Figure 1. Routed metal per tile (run 1).
Scale bar: 50 µm. 25 x 25 tiles, from dark blue (low) to red (high), scaled to the fullest tile. Values are wire area over tile area, all layers added.
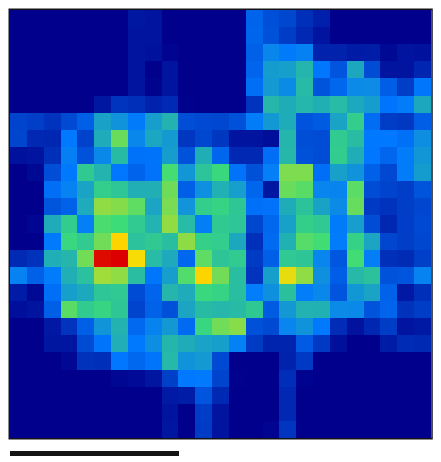
Figure 2. Track usage over the die (run 1).
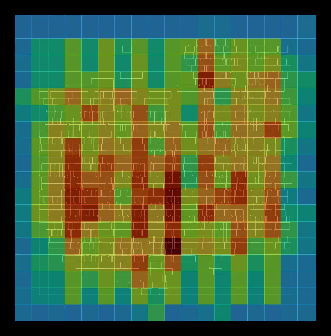
Figure 3. Routed metal, one color a layer (run 1).
Scale bar: 50 µm.
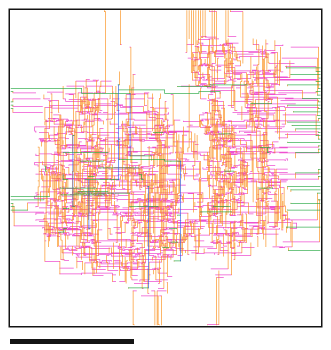
`config.mk`:
```
export PLATFORM = sky130hd
export DESIGN_NAME = mac_stream_tx_flat
export DESIGN_NICKNAME = d
export VERILOG_FILES = /design/src/rtl/mac_stream_tx_if.sv /design/src/rtl/mac_stream_tx.sv /design/src/flat_wrapper.sv
export SDC_FILE = /design/constraint.sdc
export NUM_CORES = 1
export LEC_CHECK = 0
export ABC_AREA = 1
export CORE_AREA = 10 10 115 117
export CTS_CLUSTER_SIZE = 12
export DETAILED_ROUTE_END_ITERATION = 8
export DIE_AREA = 0 0 125 127
export PLACE_DENSITY = 0.84
export SLEW_MARGIN = 20
export SYNTH_ARGS = -nofsm -noshare
export SYNTH_HDL_FRONTEND = slang
export SYNTH_SLANG_ARGS = --single-unit
```
`constraint.sdc`:
```
create_clock -name clk -period 3.25 [get_ports clk]
set_clock_uncertainty 0.2 [all_clocks]
set_input_delay 0.65 -clock clk [delete_from_list [all_inputs] [get_ports clk]]
set_output_delay 0.65 -clock clk [all_outputs]
set_load 0.005 [all_outputs]
```
`src/rtl/mac_stream_tx_if.sv`:
```
// Buffer-fill, MAC-stream and result-handoff signals of mac_stream_tx.
// master = environment (writer, MAC, consumer); slave = mac_stream_tx.
interface mac_stream_tx_if #(
  parameter int A_W = 8,
  parameter int F_W = 20
);
  logic           wr_en;
  logic [A_W-1:0] wr_data;
  logic           wr_ready;
  logic [3:0]     count;
  logic           start;
  logic [A_W-1:0] a;
  logic           valid_in;
  logic [F_W-1:0] f;
  logic           valid_out;
  logic [F_W-1:0] result;
  logic           result_valid;
  logic           result_ack;
  logic           err;
  logic           busy;

  modport master (
    output wr_en, wr_data, start, f, valid_out, result_ack,
    input  wr_ready, count, a, valid_in, result, result_valid, err, busy
  );

  modport slave (
    input  wr_en, wr_data, start, f, valid_out, result_ack,
    output wr_ready, count, a, valid_in, result, result_valid, err, busy
  );
endinterface

```
`src/rtl/mac_stream_tx.sv`:
```
// Buffers samples, streams them to a MAC one per cycle starting the cycle after start, then captures the final sum.
// Writes are refused (wr_ready=0) while streaming/draining or when full; result is held until result_ack.
module mac_stream_tx #(
  parameter int DEPTH = 8,
  parameter int A_W   = 8,
  parameter int F_W   = 20,
  parameter int TMO   = 15
) (
  input logic             clk,
  input logic             reset,
  mac_stream_tx_if.slave  bus
);
  typedef enum logic [1:0] {IDLE, SEND, DRAIN, DONE} state_t;

  localparam int PW = (DEPTH > 1) ? $clog2(DEPTH) : 1;
  localparam int TW = $clog2(TMO + 1);

  state_t         state_q, state_d;
  logic [A_W-1:0] mem_q [DEPTH];
  logic [A_W-1:0] mem_d [DEPTH];
  logic [PW-1:0]  rd_ptr_q, rd_ptr_d;
  logic [PW-1:0]  wr_ptr_q, wr_ptr_d;
  logic [3:0]     count_q, count_d;
  logic [3:0]     sent_q, sent_d;
  logic [3:0]     rcvd_q, rcvd_d;
  logic [TW-1:0]  idle_q, idle_d;
  logic [F_W-1:0] result_q, result_d;
  logic           err_q, err_d;
  logic           wr_rdy;
  logic           push;
  logic           pop;
  logic           vo_cnt;

  function automatic logic [PW-1:0] wrap_inc(input logic [PW-1:0] p);
    return (p == PW'(DEPTH - 1)) ? '0 : p + 1'b1;
  endfunction

  always_comb begin
    state_d  = state_q;
    mem_d    = mem_q;
    rd_ptr_d = rd_ptr_q;
    wr_ptr_d = wr_ptr_q;
    count_d  = count_q;
    sent_d   = sent_q;
    idle_d   = idle_q;
    result_d = result_q;
    err_d    = err_q;

    // Gating with reset keeps wr_ready low for the whole reset pulse.
    wr_rdy = reset && ((state_q == IDLE) || (state_q == DONE)) && (count_q < 4'(DEPTH));
    push   = bus.wr_en && wr_rdy;
    pop    = (state_q == SEND);
    vo_cnt = bus.valid_out && ((state_q == SEND) || (state_q == DRAIN));
    rcvd_d = rcvd_q + {3'b000, vo_cnt};

    if (push) begin
      mem_d[wr_ptr_q] = bus.wr_data;
      wr_ptr_d        = wrap_inc(wr_ptr_q);
      count_d         = count_q + 4'd1;
    end
    if (pop) begin
      rd_ptr_d = wrap_inc(rd_ptr_q);
      count_d  = count_q - 4'd1;
      sent_d   = sent_q + 4'd1;
    end

    case (state_q)
      IDLE: begin
        idle_d = '0;
        if (bus.start && (count_q != 4'd0)) state_d = SEND;
      end
      SEND: begin
        idle_d = '0;
        if (count_q == 4'd1) state_d = DRAIN;
      end
      DRAIN: begin
        // Completion is tested first, so a last response already seen in SEND finishes here.
        if (rcvd_d == sent_q) begin
          result_d = bus.f;
          err_d    = 1'b0;
          state_d  = DONE;
        end else if (bus.valid_out) begin
          idle_d = '0;
        end else if (idle_q == TW'(TMO - 1)) begin
          result_d = bus.f;
          err_d    = 1'b1;
          state_d  = DONE;
        end else begin
          idle_d = idle_q + 1'b1;
        end
      end
      DONE: begin
        if (bus.result_ack) begin
          sent_d  = '0;
          rcvd_d  = '0;
          state_d = IDLE;
        end
      end
      default: state_d = IDLE;
    endcase
  end

  always_ff @(posedge clk or negedge reset) begin
    if (!reset) begin
      state_q  <= IDLE;
      for (int i = 0; i < DEPTH; i++) mem_q[i] <= '0;
      rd_ptr_q <= '0;
      wr_ptr_q <= '0;
      count_q  <= '0;
      sent_q   <= '0;
      rcvd_q   <= '0;
      idle_q   <= '0;
      result_q <= '0;
      err_q    <= 1'b0;
    end else begin
      state_q  <= state_d;
      mem_q    <= mem_d;
      rd_ptr_q <= rd_ptr_d;
      wr_ptr_q <= wr_ptr_d;
      count_q  <= count_d;
      sent_q   <= sent_d;
      rcvd_q   <= rcvd_d;
      idle_q   <= idle_d;
      result_q <= result_d;
      err_q    <= err_d;
    end
  end

  assign bus.wr_ready     = wr_rdy;
  assign bus.count        = count_q;
  assign bus.valid_in     = (state_q == SEND);
  assign bus.a            = (state_q == SEND) ? mem_q[rd_ptr_q] : '0;
  assign bus.result       = result_q;
  assign bus.result_valid = (state_q == DONE);
  assign bus.err          = err_q && (state_q == DONE);
  assign bus.busy         = (state_q == SEND) || (state_q == DRAIN);
endmodule

```
`src/flat_wrapper.sv`:
```
// flat-port wrapper written by rule: the top's interface ports become plain ports
module mac_stream_tx_flat 
#(
  parameter int DEPTH = 8,
  parameter int A_W   = 8,
  parameter int F_W   = 20,
  parameter int TMO   = 15
)
  (clk, reset, bus_wr_en, bus_wr_data, bus_start, bus_f, bus_valid_out, bus_result_ack, bus_wr_ready, bus_count, bus_a, bus_valid_in, bus_result, bus_result_valid, bus_err, bus_busy);
  mac_stream_tx_if #(.A_W(A_W), .F_W(F_W)) bus_i ();
  input logic clk;
  input logic reset;
  input wire logic [$bits(bus_i.wr_en)-1:0] bus_wr_en;
  input wire logic [$bits(bus_i.wr_data)-1:0] bus_wr_data;
  input wire logic [$bits(bus_i.start)-1:0] bus_start;
  input wire logic [$bits(bus_i.f)-1:0] bus_f;
  input wire logic [$bits(bus_i.valid_out)-1:0] bus_valid_out;
  input wire logic [$bits(bus_i.result_ack)-1:0] bus_result_ack;
  output wire logic [$bits(bus_i.wr_ready)-1:0] bus_wr_ready;
  output wire logic [$bits(bus_i.count)-1:0] bus_count;
  output wire logic [$bits(bus_i.a)-1:0] bus_a;
  output wire logic [$bits(bus_i.valid_in)-1:0] bus_valid_in;
  output wire logic [$bits(bus_i.result)-1:0] bus_result;
  output wire logic [$bits(bus_i.result_valid)-1:0] bus_result_valid;
  output wire logic [$bits(bus_i.err)-1:0] bus_err;
  output wire logic [$bits(bus_i.busy)-1:0] bus_busy;
  assign bus_i.wr_en = bus_wr_en;
  assign bus_i.wr_data = bus_wr_data;
  assign bus_i.start = bus_start;
  assign bus_i.f = bus_f;
  assign bus_i.valid_out = bus_valid_out;
  assign bus_i.result_ack = bus_result_ack;
  assign bus_wr_ready = bus_i.wr_ready;
  assign bus_count = bus_i.count;
  assign bus_a = bus_i.a;
  assign bus_valid_in = bus_i.valid_in;
  assign bus_result = bus_i.result;
  assign bus_result_valid = bus_i.result_valid;
  assign bus_err = bus_i.err;
  assign bus_busy = bus_i.busy;
  mac_stream_tx #(.DEPTH(DEPTH), .A_W(A_W), .F_W(F_W), .TMO(TMO)) u_core (.clk(clk), .reset(reset), .bus(bus_i));
endmodule
```
==> summary.txt, run 1 <==
Implementation numbers.

- The worst-skew pair later-pin latency is 0.35 ns.
- The remaining routing DRC violations is 0.
- The total design power is 5.97 mW.
- Per the power-grid run, VDD falls by no more than 0.000541 V.
- The worst setup path is of the reg -> out kind.
- For this block, the initial DRC count from the detailed router was 296.
- The reported max-cap violation count is 0.
- The stage logs contain a warning count of 34.
- The type of the worst min-delay path is in -> async.
- The H-tree level count is 3.
- The number of buffers between clock root and the deepest sink is 2.
- The required time of the critical path is 2.40 ns.
- Summed over all nets, the half-perimeter wirelength after detailed placement is 9030 µm.
- The count of unique library cells instantiated by Yosys is 35.
- The number of port buffers is 70.
- The first global-routing pass estimated 21,600 µm of wire.
- The synth_stat.txt file lists the number of cells as 618.
- Of the total standard cell area in the layout, the multi-input combinational portion is 35.3%.
- The chip area in the Yosys report is 0.00532 mm².
- Pins over their slew limit in the final report were tallied at 0.
- Per the detailed placement report, the placed cell area equals 0.00611 mm².
- The total inserted antenna cells is 0.
- The headroom to the max-slew limit is 48.4%.
- For the pin with the worst max-slew slack, the measured transition is 0.774 ns.
- The fraction of standard cell area that is sequential is 42.6%.
- The routability congestion estimate is 0.901.
- The core region is 0.0111 mm².
- Counting only logic cells after layout, the most numerous master is sky130_fd_sc_hd__nand2_1.
- The cell family with the largest share of critical-path delay is buffers and inverters.
- Prior to clock tree synthesis, the placed netlist has a worst setup slack of 0.00841 ns.
- The sequential cells in the finished layout cover a total of 0.00273 mm².
- Summing every instance area after synthesis gives 0.00532 mm².
- The CTS sink count is 109.
- The area taken by multi-input combinational cells is reported as 0.00226 mm².
- Counting both buffers and inverters, the worst setup path holds a total of 2.
- On the worst setup and hold paths after CTS, the clock-pin slew comes to 0.07 ns.
- The number of combinational gates with multiple inputs is 435.
- For this run, the top clock speed supported by timing is 313 MHz.
- Among the stages of the critical path, the cell type that occurs most often is sky130_fd_sc_hd__o21ai_0.
- The layout summary lists the proportion of cells stronger than drive strength 1 as 8.16%.
- The via count of the first global-routing pass came to 4,474.
- The longest individual stage delay on the worst path is 0.57 ns.
- Counting every instance in the synthesized netlist gives 618.
- The count of filler cells inserted in the layout is 963.
- In the Yosys report, the sequential cells make up 51.2% of the chip area.
- Along the worst path, the maximum fanout reaches 16.
- After synthesis, the share of flip-flops with an asynchronous set or reset is 100%.
- The floorplan utilization is 47.9%.
- The net total in the final layout is 732.
- The endpoint kind of the worst setup timing path is an output pin.
- Compared with the post-synthesis result, the final layout area differs by 20.2%.
- Per the timing report, the most critical flop-to-flop path originates at u_core.state_q[0].
- The biggest area consumer among synthesized cells is sky130_fd_sc_hd__dfrtp_1.
- The flow ran to the end, and the final reports show no timing, DRC or antenna violations.
- The row count is 39.
- The non-clock buffering overhead in the final layout is 12.1%.
- The number of logic inverters in the finished layout is 46.
- After synthesis, the largest area contributor takes up 51.2% of total cell area.
- TritonCTS built the clock tree.
- The number of tapcells is 143.
- The horizontal extent of the die is 125 µm.
- The final standard cell area without fillers is 0.00640 mm².
- The initial antenna violation count was 0.
- The time the worst path needs with I/O delays and setup is 3.19 ns.
- Setup repair after global routing could not meet its margin everywhere.
- The number of placed I/O pins is 71.
- CTS placed an instance of sky130_fd_sc_hd__clkbuf_16 at the clock tree root.
- In this run the power density over the cells is 933 mW/mm².
- The first TritonRoute pass finished after 5 iterations.
- The die is 127 µm tall.
- The worst setup margin is 0.0568 ns.
- The leftover overflow at the end of global routing is 0.
- The count of flip-flops and latches is 109.
- The worst hold margin is 0.194 ns.
- For reference, the top cells by area after synthesis are sky130_fd_sc_hd__dfrtp_1 (51%), sky130_fd_sc_hd__nand2_1 (10%), sky130_fd_sc_hd__o21ai_1 (5.9%), sky130_fd_sc_hd__o21ai_0 (4.8%), sky130_fd_sc_hd__nor2_1 (4.6%).
- The number of vias per cell is 5.37.
- Per the area breakdown, the dominant cell category is sequential cells.
## Picture notes: Figure 1
densest ninth of the die: center
fullest tile: 0.67
nearly empty tiles: 31%
tiles over half the peak: 5.9%
global-route total usage across every layer: 16.0%
overall via count from detail_route: 4,450
routed wire length: 12,500 µm
DR WL/cell: 15.1 µm

## Picture notes: Figure 2
GR Layer Usage met1: 19.5%
final design utilization: 57.5%
layer with the highest usage: met2

## Picture notes: Figure 3
| layer | color | wire length |
|---|---|---|
| M1 | magenta | 5,490 µm |
| M3 | green | 653 µm |
| M4 | blue | 192 µm |
| M2 | orange | 6,210 µm |

[run 1: path summary, 6_finish.rpt]
| kind | end | cells after the start |
|---|---|---|
| setup / recovery | bus_a[2] | 6 |
| min in group clk | u_core.bus.result[12] | 2 |
| hold / removal | u_core.bus.count[3] | 2 |
| setup reg to reg | u_core.bus.result[2] | 16 |
| hold reg to reg | u_core.bus.result[12] | 2 |
| max in group asynchronous | u_core.rd_ptr_q[1] | 3 |
[run 1: power by group]
| group | internal [mW] | leakage, nW | switching, mW | total, mW |
|---|---|---|---|---|
| sequential | 1.93 | 1.41 | 0.415 | 2.34 |
| combinational | 1.13 | 1.49 | 1.46 | 2.59 |
| clock | 0.531 | 0.142 | 0.515 | 1.05 |
| total | 3.58 | 3.04 | 2.39 | 5.97 |
[run 1: sequential cells by signal, indices dropped and copies added, names as in the netlist]
| signal | count |
|---|---|
| u_core.err_q | 1 |
| u_core.sent_q | 4 |
| u_core.rd_ptr_q | 3 |
| u_core.idle_q | 4 |
| u_core.bus.result | 20 |
| u_core.mem_q | 64 |
| u_core.rcvd_q | 4 |
| u_core.bus.count | 4 |
| u_core.wr_ptr_q | 3 |
| u_core.state_q | 2 |
[run 1: timing repair]
action / in CTS / in global routing
hold endpoints to repair: 0 / 0
buffers inserted: 0 / 0
setup endpoints to repair: 1 / 26
resized: 1 / 5
[run 1: worst reg2reg max path, delay by kind of cell, from the launching register on]
family	cells	cell delay, ns
buf+inv	3	0.23
fa+ha+maj	3	0.83
simple gates	10	1.10
flops	1	0.41
[run 1: layer usage]
metal	part of all wire, %	vias up	track usage (%)	routed length (µm)
li1	-	2169	-	-
met1	44	2147	19.5	5490
met2	49	118	27.7	6210
met3	5.2	16	3.56	652
met4	1.5	0	5.22	192
met5	0	-	0	0
[run 1: synth_stat cells (2+ instances only)]
cell type,instances
sky130_fd_sc_hd__a21oi_1,9
sky130_fd_sc_hd__a31oi_1,8
sky130_fd_sc_hd__buf_2,9
sky130_fd_sc_hd__buf_6,7
sky130_fd_sc_hd__clkbuf_1,11
sky130_fd_sc_hd__dfrtp_1,109
sky130_fd_sc_hd__ha_1,17
sky130_fd_sc_hd__inv_1,41
sky130_fd_sc_hd__inv_2,4
sky130_fd_sc_hd__nand2_1,145
sky130_fd_sc_hd__nand2_4,2
sky130_fd_sc_hd__nand3_1,34
sky130_fd_sc_hd__nand3_4,6
sky130_fd_sc_hd__nand4_1,8
sky130_fd_sc_hd__nor2_1,65
sky130_fd_sc_hd__nor2_8,2
sky130_fd_sc_hd__o21ai_0,51
sky130_fd_sc_hd__o21ai_1,63
sky130_fd_sc_hd__o21ai_2,8
sky130_fd_sc_hd__or2_1,2
sky130_fd_sc_hd__xor2_1,3
[run 1: per-stage QoR]
| stage | TNS, ns | cells |
|---|---|---|
| 6_report | 0 | 829 |
| 2_1_floorplan | 0 | 618 |
| 3_5_place_dp | 0 | 813 |
| 3_3_place_gp | 0 | 813 |
| 4_1_cts | 0 | 829 |
| 5_1_grt | -0.0901 | 829 |
[run 1: logic make-up after synthesis]
kind of cell	synth area share [%]
xor gates and xnor gates	0.658
buffers and inverters	6.42
DFF	51.2
adders and majority gates	4.00
AOI/OAI and AO/OA	14.5
and+or+nand+nor	23.2
==> run 2, diff against run 1 <==
Settings changed: CELL_PAD_IN_SITES_DETAIL_PLACEMENT from default to 0, CELL_PAD_IN_SITES_GLOBAL_PLACEMENT from default to 1, CORE_AREA 10 10 115 117 to 10 10 124 126, DIE_AREA 0 0 125 127 to 0 0 134 136, PLACE_DENSITY 0.84 to 0.91.
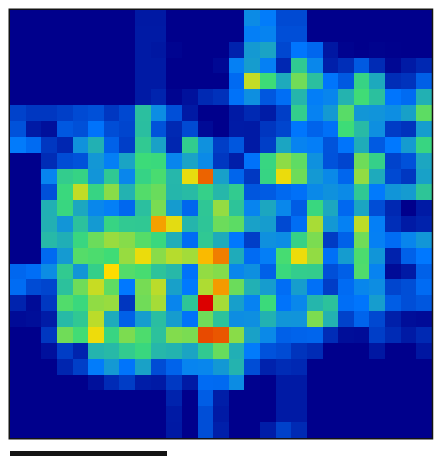
Figure 4: run 2, routed metal per tile.
Scale bar: 50 µm. 27 x 27 tiles, from dark blue (low) to red (high), scaled to the fullest tile. Values are wire area over tile area, all layers added.
mean over tiles: 0.11
tiles over half the peak: 11%
nearly empty tiles: 29%
densest ninth of the die: center
routed wire length: 13,100 µm
global-route total usage across every layer: 14.7%

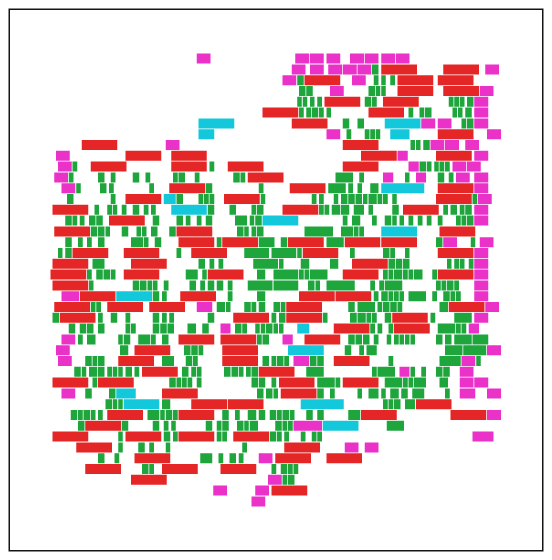
Figure 5: run 2, cell classes on the final placement.
| class | color | cells | share of their area |
|---|---|---|---|
| remaining logic cells | green | 481 | 38% |
| registers | red | 109 | 43% |
| remaining buffers and delay cells | magenta | 83 | 13% |
| clock drivers and dummy loads | cyan | 16 | 5.4% |
final design utilization: 50.5%
area of all placed cells without fillers: 0.00655 mm²

==> run 2 against run 1 <==
  * Count of clock-buffer cells in the layout rose by 2
  * First-iteration DRC count increased by 5.4%
  * Register-to-register slack better by 0.12 ns
  * Sequential power about the same
  * Flip-flop count unchanged
  * Synthesized cell count did not move
  * Via count is 1.3% lower
  * Routed wire length is 4.1% higher
  * Die area is 15% higher
  * Final area up 2.4%
==> summary.txt, run 2 <==
Implementation numbers.

- The number of buffers between clock root and the deepest sink is 2 (unchanged).
- The die span in y is 136 µm (+7.1%).
- The number of iterations in the first detailed-routing pass is 4 (-1).
- The remaining routing DRC violations came to 0 (unchanged).
- Endpoints failing hold in the final report were tallied at 0.
- Per the cell usage report, the commonest logic cells after layout are sky130_fd_sc_hd__nand2_1 (145), sky130_fd_sc_hd__dfrtp_1 (109), sky130_fd_sc_hd__clkdlybuf4s50_1 (68).
- The combinational share of power is 42.5% (-0.8 points).
- The fraction of synthesis flops using an asynchronous set or reset pin was 100% (unchanged).
- The chip area in the Yosys report was 0.00532 mm² (unchanged).
- The number of port buffers is 70 (unchanged).
- The instance tally after logic synthesis is 618 (unchanged).
- The share of layout cells above drive strength 1 is 8.13% (-0.036 points).
- The clock edge transition at the registers on the reported setup and hold paths is 0.07 ns (about the same).
- The leftover overflow at the end of global routing is 0 (unchanged).
- By startpoint and endpoint, the worst setup path is classified as in -> out.
- The total inserted antenna cells is 0 (unchanged).
- In the synthesized netlist the dominant register cell turns out to be sky130_fd_sc_hd__dfrtp_1.
- The count of unique library cells instantiated by Yosys is 35 (unchanged).
- The warning total across the stage logs is 33 (-2.9%).
- The post-synthesis instance area came to 0.00532 mm² (unchanged).
- The via count is 4,394 (-1.3%).
- The H-tree level count is 3 (unchanged).
- The initial antenna violation count is 0 (unchanged).
- The sequential cell area in the final layout came to 0.00273 mm² (about the same).
- The worst-case vdd ir drop came to 0.000503 V (-7.1%).
- The register with the most flip-flops is u_core.mem_q.
- Setup repair after global routing left no endpoint under its margin.
- The number of placed I/O pins is 71 (unchanged).
- The setup TNS is 0 ns (unchanged).
- The final HPWL from detailed placement was 9150 µm (+1.3%).
- The tree is rooted in a sky130_fd_sc_hd__clkbuf_16.
- The total placed cells including tap cells is 848 (+4.3%).
- The clock group share of total power is 20.0% (+2.5 points).
- The worst-skew pair later-pin latency is 0.35 ns (about the same).
- STA classifies the critical path startpoint as an input port.
- The floorplan utilization is 41.0% (-6.8 points).
- The share of Yosys cell area claimed by the top area cell type is 51.2% (unchanged).
- At floorplan, the net count of the design was reported as 669.
- The non-filler instance count after layout is 865 (+4.3%).
- The switching fraction of total power was 38.6% (-1.4 points).
- The TritonCTS clock tree is done.
- The worst-path maximum fanout is 24 (+8).
- The count of filler cells inserted in the layout was 1,238 (+29%).
- The met3 demand-to-capacity share in global routing came to 2.99% (-0.57 points).
- The met1 demand-to-capacity share in global routing is 18.7% (-0.82 points).
- The flip-flop count of the largest register, all copies and words added is 64 (unchanged).
- In the synthesized netlist, the cells that appear most often are sky130_fd_sc_hd__nand2_1 (145), sky130_fd_sc_hd__dfrtp_1 (109), sky130_fd_sc_hd__nor2_1 (65).
- Between the synthesized netlist and the finished layout, the area growth was recorded as 23.1%.
- The buffers inserted during post-CTS setup optimization came to 0 (unchanged).
- The CTS sink count came to 109 (unchanged).
- The total number of yosys warnings is 0.
- The number of enable-type register cells in the synthesized netlist is 0.
- The area of the placeable core is 0.0130 mm² (+17%).
- The wire length of the first global-routing pass is 21,900 µm (+1.3%).
- The arrival time of data at the worst endpoint is listed as 2.26 ns.
- STA classifies the critical path endpoint as an output pin.
- The routability congestion estimate is 0.809 (-10%).
- Yosys reported a register bit count of 109.
- The most used routing layer in global routing is met2.
- The cell internal power dissipation is 3.82 mW (+6.5%).
- The via count of the first global-routing pass is 4,329 (-3.2%).
- For reference, the top cells by area after synthesis are sky130_fd_sc_hd__dfrtp_1 (51%), sky130_fd_sc_hd__nand2_1 (10%), sky130_fd_sc_hd__o21ai_1 (5.9%), sky130_fd_sc_hd__o21ai_0 (4.8%), sky130_fd_sc_hd__nor2_1 (4.6%).
- Per the post-synthesis stats, the area per cell is 8.61 µm².
- The clock buffer count from CTS is 9.
- The wire length per cell was 15.1 µm (-0.20%).
- The total area of multi-input combinational cells was 0.00226 mm² (-0.11%).
- The count of nets left with antenna violations after detail routing is 0.
- The time the worst path needs with I/O delays and setup is 3.11 ns (-0.0838 ns).
- The global-route track usage on met2 is 24.4% (-3.2 points).
- The run finished with clean final reports.
- The row count is 42 (+7.7%).
- The maximum achievable frequency came to 322 MHz (+2.7%).
- The reported max-cap violation count is 0 (unchanged).
- The count of instantiated cells in the yosys netlist was 618 (unchanged).
- The number of max-slew violations in the final report is 0 (unchanged).
- The final setup violation count is 0.
- The type of the worst min-delay path is reg -> reg.
- The sequential element share of the synthesized area is 51.2% (unchanged).
- The horizontal extent of the die is 134 µm (+7.2%).
- The sequential share of power is 37.5% (-1.7 points).
- The number of vias per cell is 5.08 (-5.4%).
- The net total in the final layout came to 735 (+0.41%).
- The most common cell in the synthesized netlist is sky130_fd_sc_hd__nand2_1.
- The leakage power in the latest report is 3.11 nW.
- After layout, the worst path uses 95.7% of the clock period.
- The slew at the pin with the worst max-slew slack was 0.792 ns (+0.0182 ns).
- Among logic cells in the layout, the one with the most instances is sky130_fd_sc_hd__nand2_1.
- The starting DRC count in detailed routing was 312 (+5.4%).
- The biggest area consumer among synthesized cells is sky130_fd_sc_hd__dfrtp_1.
- The die covers 0.0182 mm².
- Entering global routing, the biggest net connects 88 pins.
- The net switching power of the design was 2.40 mW (+0.27%).
- The required time of the critical path came to 2.40 ns (about the same).
- The total power density per cell area is 949 mW/mm² (+1.6%).
- The headroom to the max-slew limit came to 47.2% (-1.2 points).
## run 2: power by group through the flow
stage	combinational [mW]	clock, mW	sequential (mW)
final	2.64	1.24	2.33
after global placement	2.56	0	2.32
after CTS	2.67	1.27	2.33
after detailed placement	2.65	0	2.34
after floorplan	1.66	0	2.26
after global routing	3.03	1.34	2.41
## run 2: path summary, 6_finish.rpt
check	cells after the start	slack, ns	endpoint	startpoint
max	5	0.14	bus_wr_ready	reset
min	2	0.27	u_core.bus.result[8]	u_core.bus.result[8]
max reg2reg	16	0.48	u_core.bus.result[14]	u_core.state_q[0]
min reg2reg	2	0.27	u_core.bus.result[8]	u_core.bus.result[8]
max in group asynchronous	3	1.32	u_core.mem_q[29]	reset
min in group asynchronous	2	0.52	u_core.bus.count[2]	reset
## run 2: layer usage
metal  wire [µm]  vias up
li1            -     2165
met1        5920     2092
met2        6440      118
met3         517       19
met4         190        0
met5           0        -
## run 2: timing repair
item / in CTS / in global routing
endpoints found under the setup margin: 0 / 4
resized: 0 / 6
hold buffers: 1 / 0
endpoints found under the hold margin: 22 / 0
## run 2: area by class of cell
cell class | instances | share of cell area [%]
multi-input cells | 435 | 34.5
inverters | 46 | 2.64
flip-flops and latches | 109 | 41.6
well taps | 176 | 3.36
repair buffers | 83 | 12.7
clock inverters | 5 | 1.36
clock buffers | 11 | 3.86
## run 2: per-stage QoR
stage	hold slack [ns]	util (%)	instance area, µm²	total power, mW	worst slack [ns]
floorplan	0.154	-	5320	3.93	0.747
global placement	0.256	47.6	6180	4.88	0.352
detailed placement	0.259	47.6	6180	4.99	0.297
CTS	0.277	50.3	6530	6.27	0.00955
global route	0.307	50.5	6550	6.78	0.0180
finish	0.274	50.5	6550	6.22	0.141
## run 2: logic make-up after synthesis
family                   Yosys count  share of synthesized area [%]
AND-OR/OR-AND                    144                           14.5
XOR/XNOR                           4                          0.658
adder cells (fa/ha/maj)           17                           4.00
buffers and inverters             74                           6.42
flip-flops                       109                           51.2
AND/OR/NAND/NOR                  270                           23.2
## run 2: critical path: stages
cell	delay, ns
sky130_fd_sc_hd__dlygate4sd3_1	0.57
sky130_fd_sc_hd__buf_8	0.22
sky130_fd_sc_hd__inv_1	0.09
sky130_fd_sc_hd__nor3_4	0.17
sky130_fd_sc_hd__clkdlybuf4s50_1	0.55
==> run 3, diff against run 2 <==
Settings changed: ABC_AREA 1 to default, ABC_CLOCK_PERIOD_IN_PS from default to 3250, CORE_AREA 10 10 124 126 to 10 10 119 121, DIE_AREA 0 0 134 136 to 0 0 129 131.
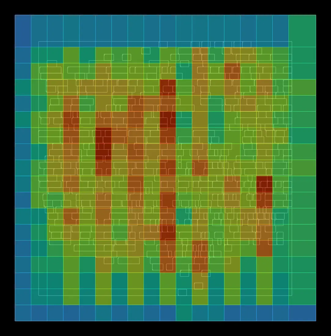
Figure 6: run 3, track usage over the die.
M2 GR Usage: 24.1%
GR Layer Usage met3: 4.31%
DR WL/cell: 18.6 µm
final design utilization: 55.3%

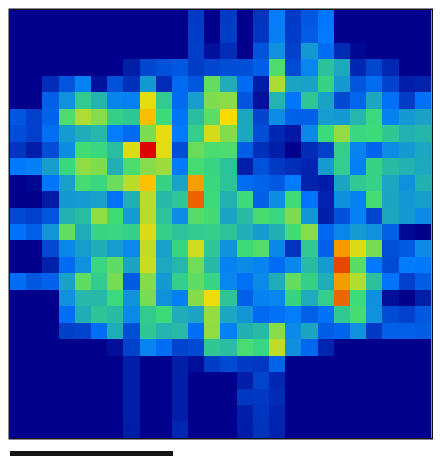
Figure 7: run 3, routed metal per tile.
Scale bar: 50 µm. 26 x 26 tiles, from dark blue (low) to red (high), scaled to the fullest tile. Values are wire area over tile area, all layers added.
nearly empty tiles: 30%
densest ninth of the die: center
tiles over half the peak: 12%

==> run 3 against run 2 <==
  * Area after synthesis decreased by 0.68%
  * First-iteration DRC count fell by 58%
  * Non-clock buffer count increased by 3
  * Combinational power up 3%
  * Cell count shrank 31%
  * Sequential power about the same
  * Sequential share of layout area grew 0.13 points
  * Worst setup slack better by 0.063 ns
  * Largest cell class unchanged
  * Largest power group unchanged
  * Highest routed layer unchanged
==> summary.txt, run 3 <==
Implementation numbers.

- The worst setup path is launched from a flip-flop.
- The CTS sink count is 109 (unchanged).
- The most frequently used library cell after synthesis is sky130_fd_sc_hd__dfrtp_1.
- The routability congestion estimate is 0.740 (-8.5%).
- The warning total across the stage logs is 33 (unchanged).
- The instance tally after logic synthesis is 367 (-41%).
- The number of nets produced by synthesis is 418 (-38%).
- Yosys attributes the largest share of cell area to sky130_fd_sc_hd__dfrtp_1 (52%), sky130_fd_sc_hd__mux2_2 (14%), sky130_fd_sc_hd__mux4_2 (6.8%), sky130_fd_sc_hd__mux2_4 (5.7%), sky130_fd_sc_hd__ha_1 (4.0%).
- The mean cell area of the mapped netlist came to 14.4 µm² (+67%).
- The sequential share of power is 37.9% (+0.4 points).
- The count of instantiated cells in the yosys netlist is 367 (-41%).
- The number of max-slew violations in the final report was 0 (unchanged).
- The maximum achievable frequency is 328 MHz (+2.1%).
- The net total in the final layout is 497 (-32%).
- The chip footprint is 0.0169 mm² (-7.3%).
- The row count came to 40 (-4.8%).
- The share of Yosys cell area claimed by the top area cell type is 51.6% (+0.35 points).
- The via count is 3,214 (-27%).
- The total inserted antenna cells came to 0 (unchanged).
- The number of port buffers is 70 (unchanged).
- The clock edge transition at the registers on the reported setup and hold paths is 0.07 ns (about the same).
- The via count of the first global-routing pass is 3,572 (-17%).
- The total area of multi-input combinational cells is 0.00243 mm² (+7.8%).
- The data arrival time of the critical path came to 2.20 ns (-0.06 ns).
- Walking the worst path, the cells encountered are buf_12 -> mux4_2 -> mux2i_1 -> nor2b_1 -> clkdlybuf4s50_1.
- The number of register bits inferred by synthesis is 109 (unchanged).
- The share of layout cells above drive strength 1 came to 32.4% (+24 points).
- The count of filler cells inserted in the layout is 960 (-22%).
- The setup TNS is 0 ns (unchanged).
- The worst-case vdd ir drop is 0.000453 V (-9.9%).
- The number of buffers between clock root and the deepest sink is 2 (unchanged).
- The die span in y is 131 µm (-3.7%).
- The top flip-flop cell by instance count after synthesis is sky130_fd_sc_hd__dfrtp_1.
- The remaining routing DRC violations is 0 (unchanged).
- The count of instances resized after the clock tree is built is 0 (unchanged).
- The sequential cell area in the final layout came to 0.00273 mm² (unchanged).
- The run finished with clean final reports.
- The H-tree level count is 3 (unchanged).
- The TritonCTS clock tree is done.
- The clock group share of total power is 18.1% (-1.9 points).
- The time the worst path needs with I/O delays and setup is 3.05 ns (-0.0626 ns).
- The root buffer cell is sky130_fd_sc_hd__clkbuf_16.
- The final HPWL from detailed placement is 7650 µm (-16%).
- The net switching power of the design is 1.97 mW (-18%).
- The headroom to the max-slew limit was 49.9% (+2.7 points).
- The buffers inserted during post-CTS setup optimization was 0 (unchanged).
- More flip-flops sit in one register than any other, and that register is u_core.mem_q.
- The combinational share of power came to 44.0% (+1.5 points).
- The part of the cycle the worst path needs is 93.7% (-1.9 points).
- The switching fraction of total power is 31.7% (-6.9 points).
- The worst-path maximum fanout was 18 (-25%).
- The worst-skew pair later-pin latency came to 0.34 ns (about the same).
- In this run the layout overhead on the synthesized area is reported as 23.5%.
- In this run the most used layer during global routing was met2.
- The fraction of synthesis flops using an asynchronous set or reset pin was 100% (unchanged).
- The maximum number of pins on one net before global-route repair is 86 (-2.3%).
- The cell internal power dissipation is 4.24 mW (+11%).
- The number of iterations in the first detailed-routing pass is 4 (unchanged).
- The number of placed I/O pins came to 71 (unchanged).
- Ranked by instance count, the synthesized netlist is headed by sky130_fd_sc_hd__dfrtp_1 (109), sky130_fd_sc_hd__mux2_2 (68), sky130_fd_sc_hd__mux2_4 (20).
- The worst setup path is of the reg -> out kind.
- Per the cell usage report, the commonest logic cells after layout are sky130_fd_sc_hd__dfrtp_1 (109), sky130_fd_sc_hd__clkdlybuf4s50_1 (69), sky130_fd_sc_hd__mux2_2 (68).
- The type of the worst min-delay path is in -> async.
- The sequential element share of the synthesized area came to 51.6% (+0.35 points).
- The count of unique library cells instantiated by Yosys came to 49 (+40%).
- The post-synthesis instance area was 0.00529 mm² (-0.68%).
- The longest individual stage delay on the worst path was 0.52 ns (-0.05 ns).
- The clock buffer count from CTS is 9 (unchanged).
- The leftover overflow at the end of global routing is 0 (unchanged).
- The number of enable-type register cells in the synthesized netlist was 0 (unchanged).
- Setup repair after global routing left no endpoint under its margin.
- The floorplan utilization is 44.8% (+3.8 points).
- The most common logic cell in the final layout is sky130_fd_sc_hd__dfrtp_1.
- The chip area in the Yosys report is 0.00529 mm² (-0.68%).
- The wire length of the first global-routing pass was 18,700 µm (-15%).
- The leakage component of the power was 2.98 nW (-4.2%).
- The overall routing resource usage came to 14.0% (-0.66 points).
- The horizontal extent of the die is 129 µm (-3.7%).
- The required time of the critical path is 2.40 ns (about the same).
- The slew at the pin with the worst max-slew slack is 0.751 ns (-0.0412 ns).
- The biggest area consumer among synthesized cells is sky130_fd_sc_hd__dfrtp_1.
- The number of hold violations in the final report is 0 (unchanged).
- The area of the placeable core is 0.0118 mm² (-9.0%).
- The starting DRC count in detailed routing is 131 (-58%).
- The met1 demand-to-capacity share in global routing is 16.9% (-1.8 points).
- The flip-flop count of the largest register, all copies and words added came to 64 (unchanged).
- The total power density per cell area came to 951 mW/mm² (+0.24%).
- The reported max-cap violation count is 0 (unchanged).
- The count of nets left with antenna violations after detail routing is 0 (unchanged).
- The total number of yosys warnings is 0 (unchanged).
- The final wirelength was 11,100 µm (-15%).
- The final setup violation count is 0 (unchanged).
- The initial antenna violation count was 0 (unchanged).
- The number of hold buffers added after cts is 0 (-1).
- STA classifies the critical path endpoint as an output pin.
- The number of vias per cell is 5.37 (+5.8%).
- Looking at the critical path, the single cell with the biggest stage delay is sky130_fd_sc_hd__mux4_2.
-- run 3: netlist changes by cell type in the layout (fill, tap and decap cells not counted), sizes merged, moves of 10 or more --
cell | previous run | this run
nand2 | 148 | 9
o21ai | 122 | 2
mux2 | 0 | 88
nor2 | 68 | 12
inv | 48 | 10
nand3 | 40 | 8
mux4 | 0 | 16
nor2b | 0 | 12
mux2i | 0 | 10
-- run 3: logic make-up after synthesis --
group / count (synthesis) / share of synthesized area (%)
compound gates: 19 / 2.67
xor+xnor: 12 / 2.25
buf+inv: 26 / 2.39
flops: 109 / 51.6
fa+ha+maj: 17 / 4.02
simple gates: 70 / 8.21
mux: 114 / 28.9
-- run 3: stage by stage --
stage | instance area [µm²] | total power [mW] | cells | hold slack [ns] | worst slack [ns]
3_5_place_dp | 6220 | 5.16 | 582 | 0.289 | -0.0696
2_1_floorplan | 5290 | 4.14 | 367 | 0.154 | 0.194
5_1_grt | 6530 | 6.66 | 598 | 0.112 | 0.0273
3_3_place_gp | 6220 | 5.02 | 582 | 0.282 | -0.0190
6_report | 6530 | 6.21 | 598 | 0.0953 | 0.203
4_1_cts | 6530 | 6.30 | 598 | 0.0974 | 0.168
-- run 3: cell type report --
cell class | count | area share [%]
clock buffer | 9 | 3.45
clock inverter | 7 | 1.28
inverter | 8 | 0.460
multi-input combinational | 232 | 37.3
sequential | 109 | 41.8
tap | 147 | 2.82
timing repair buffer | 86 | 13.0
-- run 3: metal layers --
metal  part of all wire [%]  vias to the layer above
li1                       -                     1488
met1                     44                     1650
met2                     50                       69
met3                    5.0                        7
met4                   0.61                        0
met5                      0                        -
-- run 3: power groups by stage --
stage	sequential (mW)	clock [mW]	combinational, mW
after floorplan	2.23	0	1.91
after global placement	2.34	0	2.68
after detailed placement	2.38	0	2.78
after CTS	2.36	1.15	2.79
after global routing	2.44	1.21	3.01
final	2.35	1.12	2.73
-- run 3: critical path: cells and delay by family (launching register included) --
family / cells / cell delay, ns
simple gates: 1 / 0.08
flops: 1 / 0.38
buf+inv: 2 / 0.65
mux: 2 / 0.74
-- run 3: path summary, 6_finish.rpt --
| check | startpoint | to | slack (ns) | cells after the start |
|---|---|---|---|---|
| max | u_core.rd_ptr_q[0] | bus_a[0] | 0.20 | 5 |
| min | reset | u_core.wr_ptr_q[0] | 0.1 | 2 |
| max reg2reg | u_core.state_q[1] | u_core.bus.result[9] | 0.21 | 11 |
| min reg2reg | u_core.mem_q[8] | u_core.mem_q[8] | 0.30 | 1 |
| max in group asynchronous | reset | u_core.mem_q[4] | 1.73 | 3 |
| min in group clk | u_core.mem_q[8] | u_core.mem_q[8] | 0.30 | 1 |

==> gallery <==
Sequential cells grouped by signal name.
Scale bar: 50 µm. Other sequential cells in the stronger gray, the rest of the logic in the fainter gray.
shot_01.png
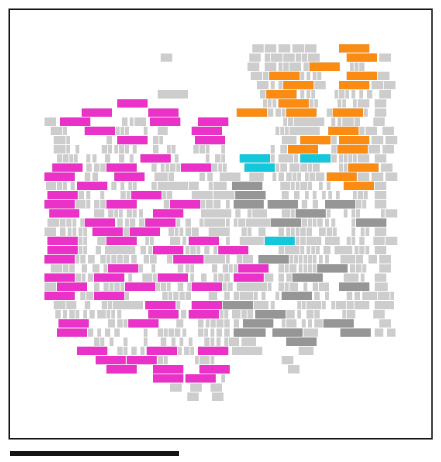
shot_02.png
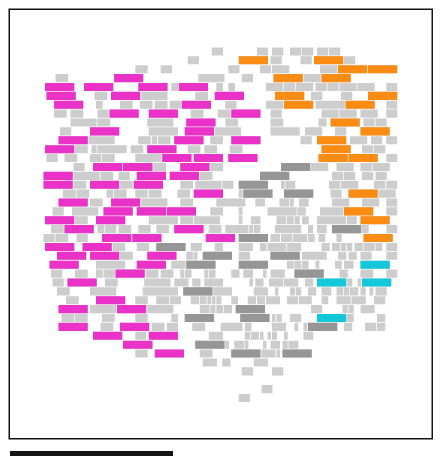
shot_02.png: run 3
shot_01.png: run 1
The one with the most cells is shot_01.png.

Key to shot_02.png:
| name in the netlist | color | placed flops |
|---|---|---|
| u_core.idle_q | cyan | 4 |
| u_core.mem_q | magenta | 64 |
| u_core.bus.result | orange | 20 |

Power figures rest on the tool's default switching activity, not on a simulated workload.
